--- config.mk ---
export PLATFORM = sky130hd
export DESIGN_NAME = multicycle_control_unit
export DESIGN_NICKNAME = d
export VERILOG_FILES = /design/src/rtl/multicycle_control_unit.sv
export SDC_FILE = /design/constraint.sdc
export NUM_CORES = 1
export LEC_CHECK = 0
export CORE_MARGIN = 2
export CORE_UTILIZATION = 30
export DETAILED_ROUTE_END_ITERATION = 8
export GPL_TIMING_DRIVEN = 0
export PLACE_DENSITY = 0.51
export SLEW_MARGIN = 40
export SYNTH_ARGS = -nofsm -noshare
export SYNTH_HDL_FRONTEND = slang
export SYNTH_SLANG_ARGS = --single-unit
--- constraint.sdc ---
create_clock -name clk -period 4.1 [get_ports clk]
set_input_delay 0.615 -clock clk [delete_from_list [all_inputs] [get_ports clk]]
set_output_delay 0.615 -clock clk [all_outputs]
set_load 0.005 [all_outputs]
--- src/rtl/multicycle_control_unit.sv ---
// Multi-cycle control unit: FETCH/DECODE/EXEC/MEM/WB sequencer that decodes the opcode once
// per instruction, holds datapath controls stable, stalls on memory handshakes and flags illegal ops.
module multicycle_control_unit #(
  parameter int OPCODE_W = 4,
  parameter int ALU_OP_W = 4,
  parameter int STATE_W  = 3
) (
  input  logic                clk,
  input  logic                reset,
  input  logic [OPCODE_W-1:0] op_code,
  input  logic                imem_ready,
  input  logic                mem_ready,
  input  logic                alu_zero,
  output logic [STATE_W-1:0]  state,
  output logic                ir_write,
  output logic                pc_write,
  output logic [1:0]          pc_src,
  output logic                reg_dst,
  output logic                alu_src,
  output logic                mem_to_reg,
  output logic                jump,
  output logic                beq,
  output logic                bne,
  output logic [ALU_OP_W-1:0] alu_op,
  output logic [1:0]          mem_op,
  output logic                reg_write,
  output logic                illegal
);

  typedef enum logic [2:0] {
    S_FETCH  = 3'd0,
    S_DECODE = 3'd1,
    S_EXEC   = 3'd2,
    S_MEM    = 3'd3,
    S_WB     = 3'd4
  } state_t;

  state_t      r_state;
  state_t      w_next;

  logic        r_reg_dst;
  logic        r_alu_src;
  logic        r_mem_to_reg;
  logic        r_jump;
  logic        r_beq;
  logic        r_bne;
  logic        r_store;
  logic [3:0]  r_alu_op;
  logic [1:0]  r_pc_src;
  logic [1:0]  r_mem_op;
  logic        r_reg_write;
  logic        r_illegal;

  logic [31:0] w_op32;
  logic [3:0]  w_op4;
  logic        w_illegal;
  logic [3:0]  w_dec_alu;
  logic        w_dec_reg_dst;
  logic        w_dec_alu_src;
  logic        w_dec_mem_to_reg;
  logic        w_dec_jump;
  logic        w_dec_beq;
  logic        w_dec_bne;
  logic        w_dec_store;
  logic [1:0]  w_dec_pc_src;
  logic        w_take_pc;

  assign w_op32    = 32'(op_code);
  assign w_op4     = w_op32[3:0];
  assign w_illegal = (w_op32 >= 32'd16);

  always_comb begin
    w_dec_alu        = 4'd0;
    w_dec_reg_dst    = 1'b0;
    w_dec_alu_src    = 1'b0;
    w_dec_mem_to_reg = 1'b0;
    w_dec_jump       = 1'b0;
    w_dec_beq        = 1'b0;
    w_dec_bne        = 1'b0;
    w_dec_store      = 1'b0;
    case (w_op4)
      4'd0:  w_dec_reg_dst = 1'b1;
      4'd1:  w_dec_alu_src = 1'b1;
      4'd2:  begin w_dec_alu = 4'd1; w_dec_reg_dst = 1'b1; end
      4'd3:  begin w_dec_alu = 4'd1; w_dec_alu_src = 1'b1; end
      4'd4, 4'd5, 4'd6, 4'd7, 4'd8: begin
        w_dec_alu     = w_op4 - 4'd2;
        w_dec_reg_dst = 1'b1;
      end
      4'd9:  w_dec_alu = 4'd7;
      4'd10: begin w_dec_alu = 4'd8; w_dec_alu_src = 1'b1; end
      4'd11: begin w_dec_alu_src = 1'b1; w_dec_mem_to_reg = 1'b1; end
      4'd12: w_dec_store = 1'b1;
      4'd13: begin w_dec_alu = 4'd1; w_dec_beq = 1'b1; end
      4'd14: begin w_dec_alu = 4'd1; w_dec_bne = 1'b1; end
      default: w_dec_jump = 1'b1;
    endcase
  end

  always_comb begin
    w_dec_pc_src = 2'd0;
    if (w_illegal)                    w_dec_pc_src = 2'd0;
    else if (w_dec_jump)              w_dec_pc_src = 2'd2;
    else if (w_dec_beq || w_dec_bne)  w_dec_pc_src = 2'd1;
  end

  always_comb begin
    w_next = S_FETCH;
    case (r_state)
      S_FETCH:  w_next = imem_ready ? S_DECODE : S_FETCH;
      S_DECODE: w_next = w_illegal ? S_FETCH : S_EXEC;
      S_EXEC: begin
        if (r_mem_to_reg || r_store)        w_next = S_MEM;
        else if (r_jump || r_beq || r_bne)  w_next = S_FETCH;
        else                                w_next = S_WB;
      end
      S_MEM: begin
        if (!mem_ready)        w_next = S_MEM;
        else if (r_mem_to_reg) w_next = S_WB;
        else                   w_next = S_FETCH;
      end
      S_WB:    w_next = S_FETCH;
      default: w_next = S_FETCH;
    endcase
  end

  always_ff @(posedge clk or posedge reset) begin
    if (reset) begin
      r_state <= S_FETCH;
    end else begin
      r_state <= w_next;
    end
  end

  // Controls are captured at the end of DECODE and dropped on the edge that returns to FETCH.
  always_ff @(posedge clk or posedge reset) begin
    if (reset) begin
      r_reg_dst    <= 1'b0;
      r_alu_src    <= 1'b0;
      r_mem_to_reg <= 1'b0;
      r_jump       <= 1'b0;
      r_beq        <= 1'b0;
      r_bne        <= 1'b0;
      r_store      <= 1'b0;
      r_alu_op     <= 4'd0;
    end else if (w_next == S_FETCH) begin
      r_reg_dst    <= 1'b0;
      r_alu_src    <= 1'b0;
      r_mem_to_reg <= 1'b0;
      r_jump       <= 1'b0;
      r_beq        <= 1'b0;
      r_bne        <= 1'b0;
      r_store      <= 1'b0;
      r_alu_op     <= 4'd0;
    end else if (r_state == S_DECODE) begin
      r_reg_dst    <= w_dec_reg_dst;
      r_alu_src    <= w_dec_alu_src;
      r_mem_to_reg <= w_dec_mem_to_reg;
      r_jump       <= w_dec_jump;
      r_beq        <= w_dec_beq;
      r_bne        <= w_dec_bne;
      r_store      <= w_dec_store;
      r_alu_op     <= w_dec_alu;
    end
  end

  always_ff @(posedge clk or posedge reset) begin
    if (reset) begin
      r_pc_src    <= 2'd0;
      r_mem_op    <= 2'b00;
      r_reg_write <= 1'b0;
      r_illegal   <= 1'b0;
    end else begin
      r_pc_src    <= (w_next == S_EXEC) ? w_dec_pc_src : 2'd0;
      r_mem_op    <= (w_next != S_MEM) ? 2'b00 : (r_mem_to_reg ? 2'b01 : 2'b10);
      r_reg_write <= (w_next == S_WB);
      r_illegal   <= r_illegal | ((r_state == S_DECODE) & w_illegal);
    end
  end

  // Fetch and branch strobes qualify the registered state with the handshake/flag of the
  // same cycle so the PC and IR load on the edge that leaves that state.
  assign w_take_pc = r_jump | (r_beq & alu_zero) | (r_bne & ~alu_zero);

  assign ir_write   = ~reset & (r_state == S_FETCH) & imem_ready;
  assign pc_write   = ~reset & (((r_state == S_FETCH) & imem_ready) |
                                ((r_state == S_EXEC) & w_take_pc));
  assign state      = STATE_W'(r_state);
  assign pc_src     = r_pc_src;
  assign reg_dst    = r_reg_dst;
  assign alu_src    = r_alu_src;
  assign mem_to_reg = r_mem_to_reg;
  assign jump       = r_jump;
  assign beq        = r_beq;
  assign bne        = r_bne;
  assign alu_op     = ALU_OP_W'(r_alu_op);
  assign mem_op     = r_mem_op;
  assign reg_write  = r_reg_write;
  assign illegal    = r_illegal;

endmodule

==> metrics.log <==
[flow] final metrics
[metrics] Leak Pwr: 0.0005887 uW
[metrics] Max H-tree Level: 1
[metrics] post-synthesis cell count: roughly 120
[metrics] number of register bits inferred by synthesis: 19
[metrics] drt initial violations: 28
[metrics] total of fill cells in the finished design: roughly 370
[metrics] FMAX: slightly below 400 MHz
[metrics] clock tree from TritonCTS: done
[metrics] worst-case reg-to-reg path depth: 5
[metrics] clock share of power: 0.133
[metrics] remaining global-route overflow: 0
[metrics] max-capacitance violation count: 0
[metrics] and-or/or-and share of the synthesized area: 0.1760
[metrics] total internal power: 442.5 uW
[metrics] most instantiated logic cells after routing: clkdlybuf4s50_1 (26), dfrtp_1 (19), nor2_1 (13)
[metrics] number of sinks on the clock net: 19
[metrics] CTS Buffer Depth: 2
[metrics] final HPWL from detailed placement: 1720 um
[metrics] area occupied by multi-input gates: 484.2 um^2
[metrics] gp weighted congestion: 0.8748
[metrics] most common cell after layout, fill and taps aside: clkdlybuf4s50_1
[metrics] outcome: finished, final reports clean
[metrics] yosys stat chip area: roughly 1000 um^2
[metrics] Max IR drop VDD: approximately 170 uV
[metrics] worst r2r dst: alu_op[0]
[metrics] via count: 956
[metrics] setup violation total in the final timing report: 0
[metrics] post-layout power: 701.5 uW
[metrics] tool warning count: 27
[metrics] floorplan core area: ~3300 um^2
[metrics] setup fix buffers added after clock tree synthesis: 0
[metrics] wire length of the first global-routing pass: 4015 um
[metrics] Pins Over Slew Limit: 0
[metrics] simple-gate share of the synthesized area: 0.2476
[metrics] CTS Root Buffer Type: clkbuf_4
[metrics] number of standard cells reported by yosys: 117
[metrics] accumulated negative setup slack: 0 ns
[metrics] relative contribution of sequential cells to total power: 0.366
[metrics] end point of the worst hold path: alu_op[1]
[metrics] number of nets in the synthesized netlist: ~130
[metrics] synthesized area divided by synthesized cell count: 8.812 um^2
[metrics] main logic family after synthesis: simple AND/OR/NAND/NOR gates
[metrics] slack of the worst reg-to-reg path: between 2 and 2.5 ns
[metrics] mean number of vias per cell: 4.953
[metrics] number of flip-flops in the largest register: 4
[metrics] classification of the worst setup path: in2out
[metrics] number of buffers created by CTS: 3
[metrics] kind of path behind the tightest hold check: reg2reg
[metrics] antenna violations before repair: 0
[metrics] drt drc: 0
[metrics] CP startpoint kind: primary input
[metrics] remaining number of nets flagged by the antenna check after routing: 0
[metrics] number of top-level pins: 30
[metrics] data arrival time of the critical path: just under 2 ns
[metrics] PwrDens: 510.2 nW/um^2
[metrics] post-place instance area: 1349 um^2
[metrics] number of hold violations in the final report: 0
[metrics] worst-skew pair later-pin latency: roughly 0.29 ns
[metrics] clock-pin transition on the worst setup and hold timing paths: about 0.11 ns
[metrics] Worst Clk Skew: 0.003201 ns
[metrics] overall routing resource usage: 0.1248
[metrics] tally of non-filler cells in the final layout: 193
[metrics] final worst-path cycle share: 0.6346
[metrics] number of instances on the worst hold path: 2
[metrics] setup repair after global routing missed its margin: false
[metrics] largest net degree at the start of global routing: 20
[metrics] Gates resized, CTS repair: 0
[metrics] Switching Fraction: 0.3693
[metrics] Worst Hold Launch: alu_op[1]
[metrics] number of global-route vias before repair: 875
[metrics] pin slew with the least headroom to its limit: 0.6961 ns
[metrics] row count: 21
[metrics] Antenna diodes: 0
[metrics] post-synthesis mux area share: 0.009709
[metrics] layout-stage area growth over the synthesis result: 33.37%
[metrics] shortest period the worst path allows: 2.602 ns
[metrics] final setup margin: roughly 1.5 ns
[metrics] routed length per placed instance: between 10 and 15 um
[metrics] WL final: 2320 um
[metrics] # hold bufs at CTS: 0
[metrics] placed cells: about 190
[metrics] Worst EP required: 3.48 ns
[metrics] start of the worst register-to-register path: state[0]
[metrics] max_slew headroom: 0.5331
[metrics] I/O Buffers: 26
[metrics] Distinct cells, synth: 33
[metrics] Largest cells by area: dfrtp_1 (46%), a21oi_1 (4.9%), nor2_1 (4.7%), nand2b_1 (3.6%), nor3_1 (3.4%)
[metrics] height of the chip: 62.62 um
[metrics] Max-area cell share: 0.4612
[metrics] Adders+Majority by Area: 0.02427
[metrics] part of the total power dissipated in combinational logic: 0.501
[metrics] horizontal die dimension: 62.62 um
[metrics] floorplan-stage core utilization: 0.3114
[metrics] element type at the critical path end: output pin
[metrics] xor and xnor area share after synthesis: 0.008495
[metrics] Post-synth seq share: 0.4612
[metrics] net switching power: 259.0 uW
[metrics] post-placement setup slack: roughly 1.5 ns
[metrics] proportion of layout cells with a drive suffix above 1: 0.06803
[metrics] Critical Path Fanout Max: 3
[metrics] first-pass iteration count of the detailed router: 4
[metrics] flip-flop and latch area: between 400 and 500 um^2
[metrics] # nets final: 159
[metrics] Cell Area, Synth: between 1000 and 1500 um^2
[metrics] Yosys top cell by area: dfrtp_1
[metrics] Final Instance Area: 1375 um^2
[metrics] number of warnings printed during yosys synthesis: 0
[metrics] DIE AREA: 3921 um^2
final cells by class:
class,count,share of cell area
repair buffers,26,0.1893
plain buffers,10,0.03822
clock buffers,4,0.01911
inverters,5,0.01365
flip-flops and latches,19,0.3458
multi-input cells,83,0.3521
well taps,46,0.04186
worst max-delay path, stage by stage:
cell,delay [ns]
clkdlybuf4s50_1,0.45
nor3_1,0.13
o21ai_0,0.11
a31oi_1,0.16
clkdlybuf4s50_1,0.53
kinds of logic after synthesis:
| group | count (synthesis) |
|---|---|
| compound gates | 29 |
| xor+xnor | 1 |
| fa+ha+maj | 2 |
| buf+inv | 15 |
| flops | 19 |
| mux | 1 |
| other cells | 1 |
| simple gates | 49 |
cell usage after synthesis:
library cell / n
dfrtp_1: 19
nor2_1: 13
a21oi_1: 10
nand2_1: 9
nor3_1: 7
nand2b_1: 6
o21ai_0: 6
clkbuf_1: 5
inv_1: 5
a211oi_1: 4
buf_2: 3
nand3_1: 3
nor2b_1: 3
nor4_1: 3
ha_1: 2
o22ai_1: 2
a22oi_1: 1
a311o_1: 1
a311oi_1: 1
a31oi_1: 1
and3_1: 1
and4b_1: 1
buf_4: 1
buf_6: 1
conb_1: 1
mux2i_1: 1
nor3b_2: 1
o211a_1: 1
o21a_1: 1
o221ai_1: 1
or3b_4: 1
or4_1: 1
xnor2_1: 1
routing by layer:
layer,vias up,track usage,part of all wire
met4,0,0.04167,0.0060
li1,474,-,-
met1,457,0.1670,0.48
met3,2,0.03423,0.064
met2,23,0.1949,0.45
met5,-,0,0
stage by stage:
step             util  hold slack (ns)
3_5_place_dp   0.4074           0.5173
5_1_grt        0.4153           0.5813
3_3_place_gp   0.4074           0.5142
6_report       0.4153           0.5407
4_1_cts        0.4153           0.5493
2_1_floorplan       -           0.5010
worst max path at each step:
stage	startpoint	endpoint	slack, ns	depth (start not counted)
after floorplan	op_code[2]	alu_op[2]	2.39	7
after CTS	reset	pc_write	1.49	5
after global placement	reset	pc_write	1.51	5
after global routing	reset	pc_write	1.41	5
after detailed placement	reset	pc_write	1.49	5
final	reset	pc_write	1.50	5
power groups by stage:
stage,clock [uW],sequential (uW),combinational (uW)
after global routing,107,263,390
final,93.1,257,351
after floorplan,0,262,202
after global placement,0,261,353
after detailed placement,0,262,354
after CTS,97.3,258,355
**Met1 routing**

Bar = 20 um.
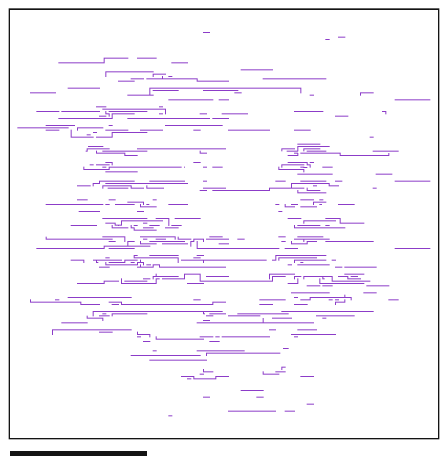
The wires run mostly horizontal. The layer holds 48% of the routed length. The longest straight run is 22.1 um. 134 nets have wire on it.

**Metal 2**

Bar = 20 um. Cells faint in the background.
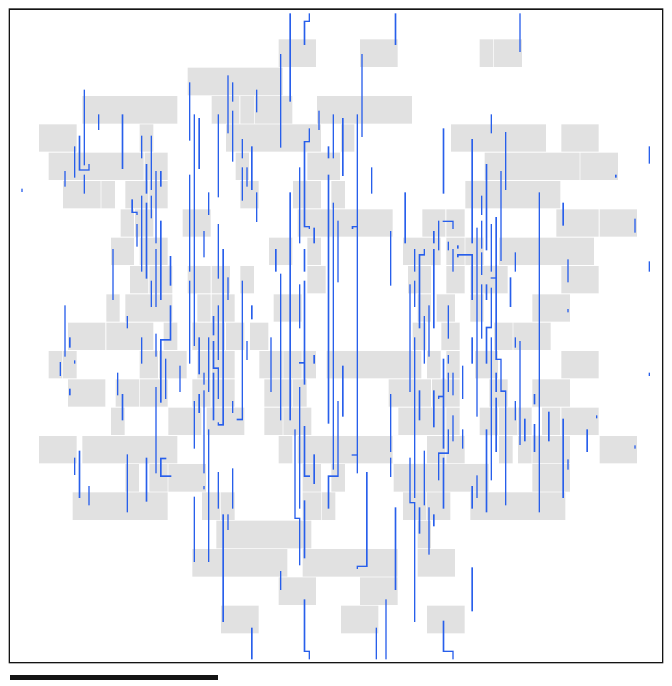
142 nets have wire on it. The layer carries 1050 um of wire. The wires run mostly vertical. The layer holds 45% of the routed length.

**The metal 3 layer**

Bar = 20 um. Cells faint in the background.
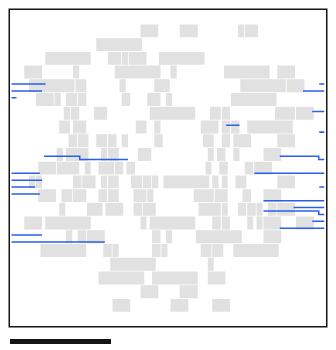
The wires run mostly horizontal. The layer holds 6.4% of the routed length. 22 nets have wire on it. The layer carries 148 um of wire.

No activity file was given, so power comes from the tool's default toggle rates.
